### Metal layers overlaid, run 1

Scale bar: 10 µm. Two of the layers only.
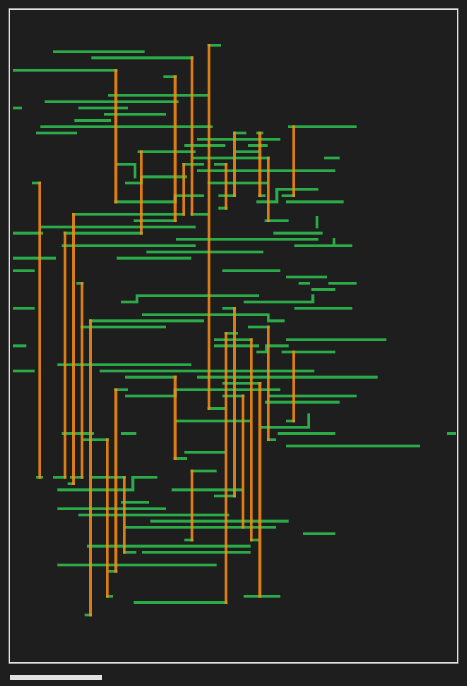
### Congestion heat map, run 1

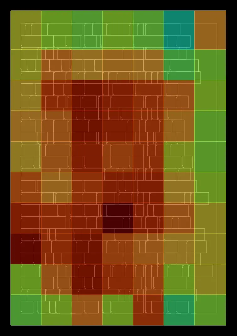
### Zoomed window, run 1

Scale bar: 5 µm. Region (26, 43) to (46, 63) µm. Cells in grey, sequential cells in the stronger grey; small squares are vias.
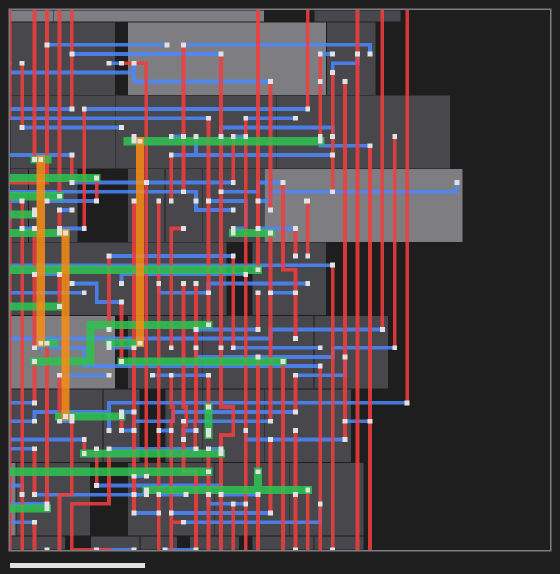
Design dvfs_controller_flat, sky130hd; sources not shown.
==> ci_impl_report.md, run 1 <==
## PnR job results

| Metric | Value |
|---|---|
| Clock transition at path regs | `~110 ps` |
| Largest net degree at the start of global routing | `17` |
| Initial Util | `53.7%` |
| Clk ins delay skew pair | `290 ps` |
| Pins Over Slew Limit | `0` |
| Netlist area before placement | `0.00155 mm²` |
| Root buffer cell | `clkbuf_8` |
| Req. time, crit path | `approximately 1900 ps` |
| Place WS | `-440 ps` |
| Asr flop ratio synth | `0%` |
| Nature of the critical path endpoint | `flip-flop` |
| Worst slew pin tran | `~520 ps` |
| Peak supply drop | `1.28 mV` |
| Final WS setup | `-163 ps` |
| Ys flop type | `dfxtp_1` |
| Io pins | `17` |
| Failing checks | `setup timing` |
| Post-synth cell types | `43` |
| CP max FO | `6` |
| Psw | `~1.4 mW` |
| Layout cells sized above 1 | `44.4%` |
| Status | `finished, violations left` |
| Synth area leader | `dfxtp_1` |
| Reg2Reg Setup Slack | `-160 ps` |
| CTS Buf Count | `3` |
| # fillers | `135` |
| Dominant logic cell type in the layout | `buf_4` |
| PortBufs | `16` |
| ANT cells | `0` |
| Total gr overflow | `0` |
| # DRC | `0` |
| Final Setup Violations | `14` |
| Placed Cells | `272` |
| Register area share after synthesis | `a little over a third` |
About 'Metal layers overlaid':
legend:
  orange:
    layer: metal 4
    wire_length: 464 µm
  green:
    layer: metal 3
    wire_length: 750 µm
via count: 2003
DR WL/cell: 23.6 µm
WL final: 6760 µm
GRT Resource Usage Total: 34.0%

About 'Congestion heat map':
grt met3 use: 4.64%
M1 GR Usage: 37.3%
Most Crowded Layer GR: met2
Final Util: 83.6%

About 'Zoomed window':
legend:
  red:
    layer: metal 2
  blue:
    layer: metal 1
  green:
    layer: metal 3
  orange:
    layer: metal 4
sequential cells in the window: 3
most frequent: buf_4 (4), dfxtp_1 (3)
cells with their middle in the window: 25

-- run 1: through the flow --
step	power (mW)	cell area, µm²
after floorplan	1.51	1480
after global placement	2.15	1970
after detailed placement	2.19	1970
after CTS	2.98	2240
after global routing	3.57	2410
final	3.45	2410
-- run 1: final cells by class --
cell class                      instances  area [µm²]  share of cell area [%]
Sequential cell                        28         579                    24.0
Clock inverter                          1        30.0                    1.25
Multi-Input combinational cell        145        1150                    47.6
Tap cell                               39        48.8                    2.02
Timing Repair Buffer                   64         537                    22.3
Clock buffer                            3        41.3                    1.71
Inverter                                7        26.3                    1.09
-- run 1: cells by family after synthesis --
| kind of cell | after synthesis | share of synthesized area [%] |
|---|---|---|
| compound gates | 58 | 25.9 |
| flops | 28 | 36.2 |
| mux | 2 | 1.29 |
| buf+inv | 19 | 6.06 |
| fa+ha+maj | 6 | 4.85 |
| simple gates | 77 | 24.6 |
| xor+xnor | 2 | 1.13 |
-- run 1: power groups by stage --
stage	registers [mW]	logic [mW]	clock network [mW]
3_3_place_gp	0.853	1.30	0
5_1_grt	0.906	2.10	0.564
2_1_floorplan	0.916	0.598	0
4_1_cts	0.888	1.56	0.531
3_5_place_dp	0.857	1.33	0
6_report	0.906	1.99	0.549
-- run 1: critical path: stages, from the launching register on --
cell and delay, ps:
dfxtp_4 400, buf_6 130, buf_4 110, nand2b_1 130
nor3_1 440, a21oi_2 130, o31a_1 160, o2111a_1 250
-- run 1: layer usage --
layer  up-vias  share of wire (%)  wire length [µm]
met1       920                 34              2280
met5         -                  0                 0
li1        826                  -                 -
met4         0                6.8               463
met2       199                 48              3270
met3        58                 11               749
-- run 1: timing repair --
action | 4_1_cts | 5_1_grt
setup buffers | 7 | 4
endpoints found under the setup margin | 25 | 22
pin swaps | 11 | 12
resized | 84 | 30
-- run 1: cells in the mapped netlist, types with 2 or more instances --
| library cell | instances |
|---|---|
| dfxtp_1 | 28 |
| nand2_1 | 25 |
| nor2_1 | 16 |
| a21oi_1 | 14 |
| nand3_1 | 11 |
| o21ai_0 | 11 |
| a211oi_1 | 7 |
| inv_1 | 7 |
| clkbuf_1 | 6 |
| ha_1 | 6 |
| a31oi_1 | 3 |
| a41oi_1 | 3 |
| buf_2 | 3 |
| nand3b_1 | 3 |
| nand4_1 | 3 |
| nor2b_1 | 3 |
| nor3_1 | 3 |
| o211ai_1 | 3 |
| a211o_1 | 2 |
| a221oi_1 | 2 |
| a2bb2oi_1 | 2 |
| and3_1 | 2 |
| buf_6 | 2 |
| mux2i_1 | 2 |
| nand2b_1 | 2 |
| o2111a_1 | 2 |
| o41ai_1 | 2 |
| or2_2 | 2 |
| or4_1 | 2 |
| xnor2_1 | 2 |
### Wiring heat map, run 1

The die is cut into 10 by 14 equal tiles; white is low, dark blue is high, scaled to the fullest tile. Values are wire area over tile area, all layers added.
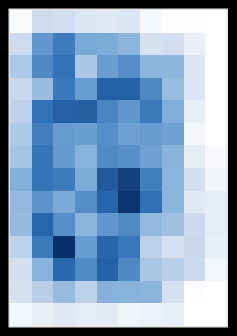

==> inputs of run 2 (changes only) <==
--- a/config.mk
+++ b/config.mk
@@ -13,7 +13,6 @@
 export CTS_BUF_LIST = sky130_fd_sc_hd__clkbuf_2 sky130_fd_sc_hd__clkbuf_4 sky130_fd_sc_hd__clkbuf_8
 export DETAILED_ROUTE_END_ITERATION = 12
 export PLACE_DENSITY = 0.85
-export REMOVE_ABC_BUFFERS = 1
 export SETUP_SLACK_MARGIN = 0.15
 export SLEW_MARGIN = 15
 export SYNTH_ARGS = -nofsm -noshare
### Wiring heat map, run 2

The die is cut into 10 by 14 equal tiles; white is low, dark blue is high, scaled to the fullest tile. Values are wire area over tile area, all layers added.
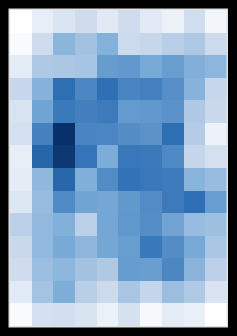
tiles over half the peak: 39%
mean over tiles: 0.37
fullest tile: 0.88
nearly empty tiles: 1.4%
densest ninth of the die: centre
via count: 2103
DR WL/cell: 24.1 µm
GRT Resource Usage Total: 31.3%

==> ci_impl_report.md, run 2 <==
## PnR job results

| Metric | Value |
|---|---|
| Failing checks | `setup timing (unchanged)` |
| Final Setup Violations | `16 (was 14)` |
| Final WS setup | `-180 ps (was -163 ps)` |
| Post-Layout Inst Area | `0.00261 mm² (was 0.00241 mm²)` |
| Post-synth top cells | `28 x dfxtp_1, 25 x nand2_1, 16 x nor2_1, 14 x a21oi_1 (unchanged)` |
| Count leader, synth | `dfxtp_1 (unchanged)` |
| Clock transition at path regs | `100 ps (was 110 ps)` |
| Flop area | `589 µm² (was 579 µm²)` |
| Status | `finished, violations left (unchanged)` |
| Register area share after synthesis | `36.2% (unchanged)` |
| Reg2Reg Setup Slack | `-130 ps (was -160 ps)` |
| Initial Util | `53.7% (unchanged)` |
| Peak supply drop | `1.19 mV (was 1.28 mV)` |
| CTS Buf Count | `3 (unchanged)` |
| ANT cells | `0 (unchanged)` |
| CP Cell Sequence | `clkdlybuf4s50_1, inv_1, ha_1, nand2_1, a2bb2oi_2, a2bb2oi_1, o311ai_0, o211a_1 (was buf_6, buf_4, nand2b_1, nor3_1, a21oi_2, o31a_1, o2111a_1)` |
| Worst path slowest cell | `clkdlybuf4s50_1 (was nor3_1)` |
| Asr flop ratio synth | `0% (unchanged)` |
| Netlist area before placement | `0.00155 mm² (unchanged)` |
| Pins Over Slew Limit | `0 (unchanged)` |
| Nature of the critical path endpoint | `flip-flop (unchanged)` |
| CP max FO | `2 (was 6)` |
### Zoomed window, run 2

Scale bar: 5 µm. Region (26, 43) to (46, 63) µm. Cells in grey, sequential cells in the stronger grey; small squares are vias.
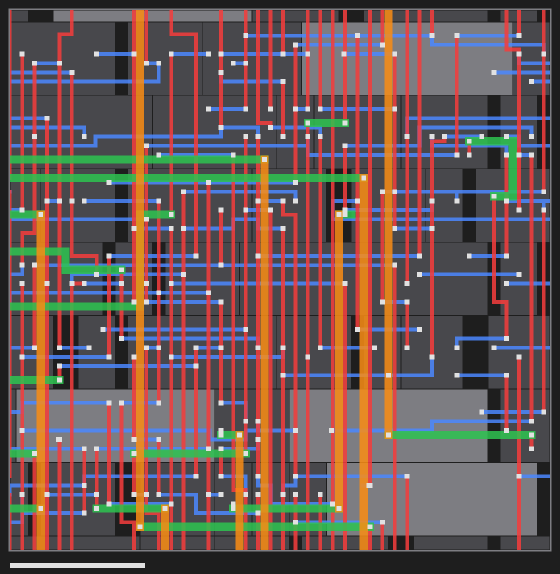
legend:
  blue:
    layer: metal 1
  orange:
    layer: metal 4
  red:
    layer: metal 2
  green:
    layer: metal 3
cells with their middle in the window: 39
most frequent: buf_4 (10), nand2_1 (4), nor2_1 (4)
sequential cells in the window: 4

==> run 2: netlist changes by cell type in the layout (fill, tap and decap cells not counted), sizes merged <==
cell | previous run | this run
dlymetal6s2s | 1 | 2
clkdlybuf4s50 | 4 | 3
buf | 54 | 70
clkbuf | 3 | 4
bufinv | 1 | 0
==> run 2: kinds of logic (layout without fill, tap and decap cells) <==
kind of cell             after synthesis  count (layout)  synth area share [%]
AND-OR/OR-AND                         58              58                  25.9
adder cells (fa/ha/maj)                6               6                  4.85
multiplexers                           2               2                  1.29
XOR/XNOR                               2               2                  1.13
flip-flops                            28              28                  36.2
buffers and inverters                 19              91                  6.06
AND/OR/NAND/NOR                       77              77                  24.6
==> run 2: report_power, final <==
group | total [mW] | internal (mW) | leakage [nW] | switching (mW)
registers | 0.908 | 0.777 | 0.234 | 0.130
clock network | 0.437 | 0.209 | 0.0288 | 0.228
logic | 2.15 | 1.03 | 0.774 | 1.12
==> run 2: per-stage QoR <==
step | total power, mW | util [%]
after global routing | 3.59 | 90.5
after global placement | 2.15 | 70.9
final | 3.49 | 90.5
after floorplan | 1.66 | -
after CTS | 2.87 | 78.3
after detailed placement | 2.22 | 70.9
==> run 2: area by class of cell <==
class                           instances  area share [%]
Timing Repair Buffer                   80            25.5
Tap cell                               39            1.87
Multi-Input combinational cell        145            46.9
Inverter                                7            1.01
Sequential cell                        28            22.6
Clock buffer                            4            2.11
==> run 2: timing repair <==
item                       in CTS  in global routing
setup endpoints to repair      25                 21
pin swaps                      15                 25
resized                        62                 40
buffers inserted               10                 19
==> run 2: per-layer routing <==
metal | up-vias | part of all wire (%) | track usage [%]
met1 | 996 | 33 | 32.1
met4 | 0 | 8.6 | 15.9
met2 | 180 | 51 | 61.3
met3 | 69 | 7.3 | 3.59
met5 | - | 0 | 0
li1 | 858 | - | -
==> run 2: critical path, delay by kind of cell <==
family                     cells  cell delay [ps]
AOI/OAI and AO/OA              4              680
buffers and inverters          2              540
and+or+nand+nor                1              100
adders and majority gates      1              330
No activity file was given, so power comes from the tool's default toggle rates.
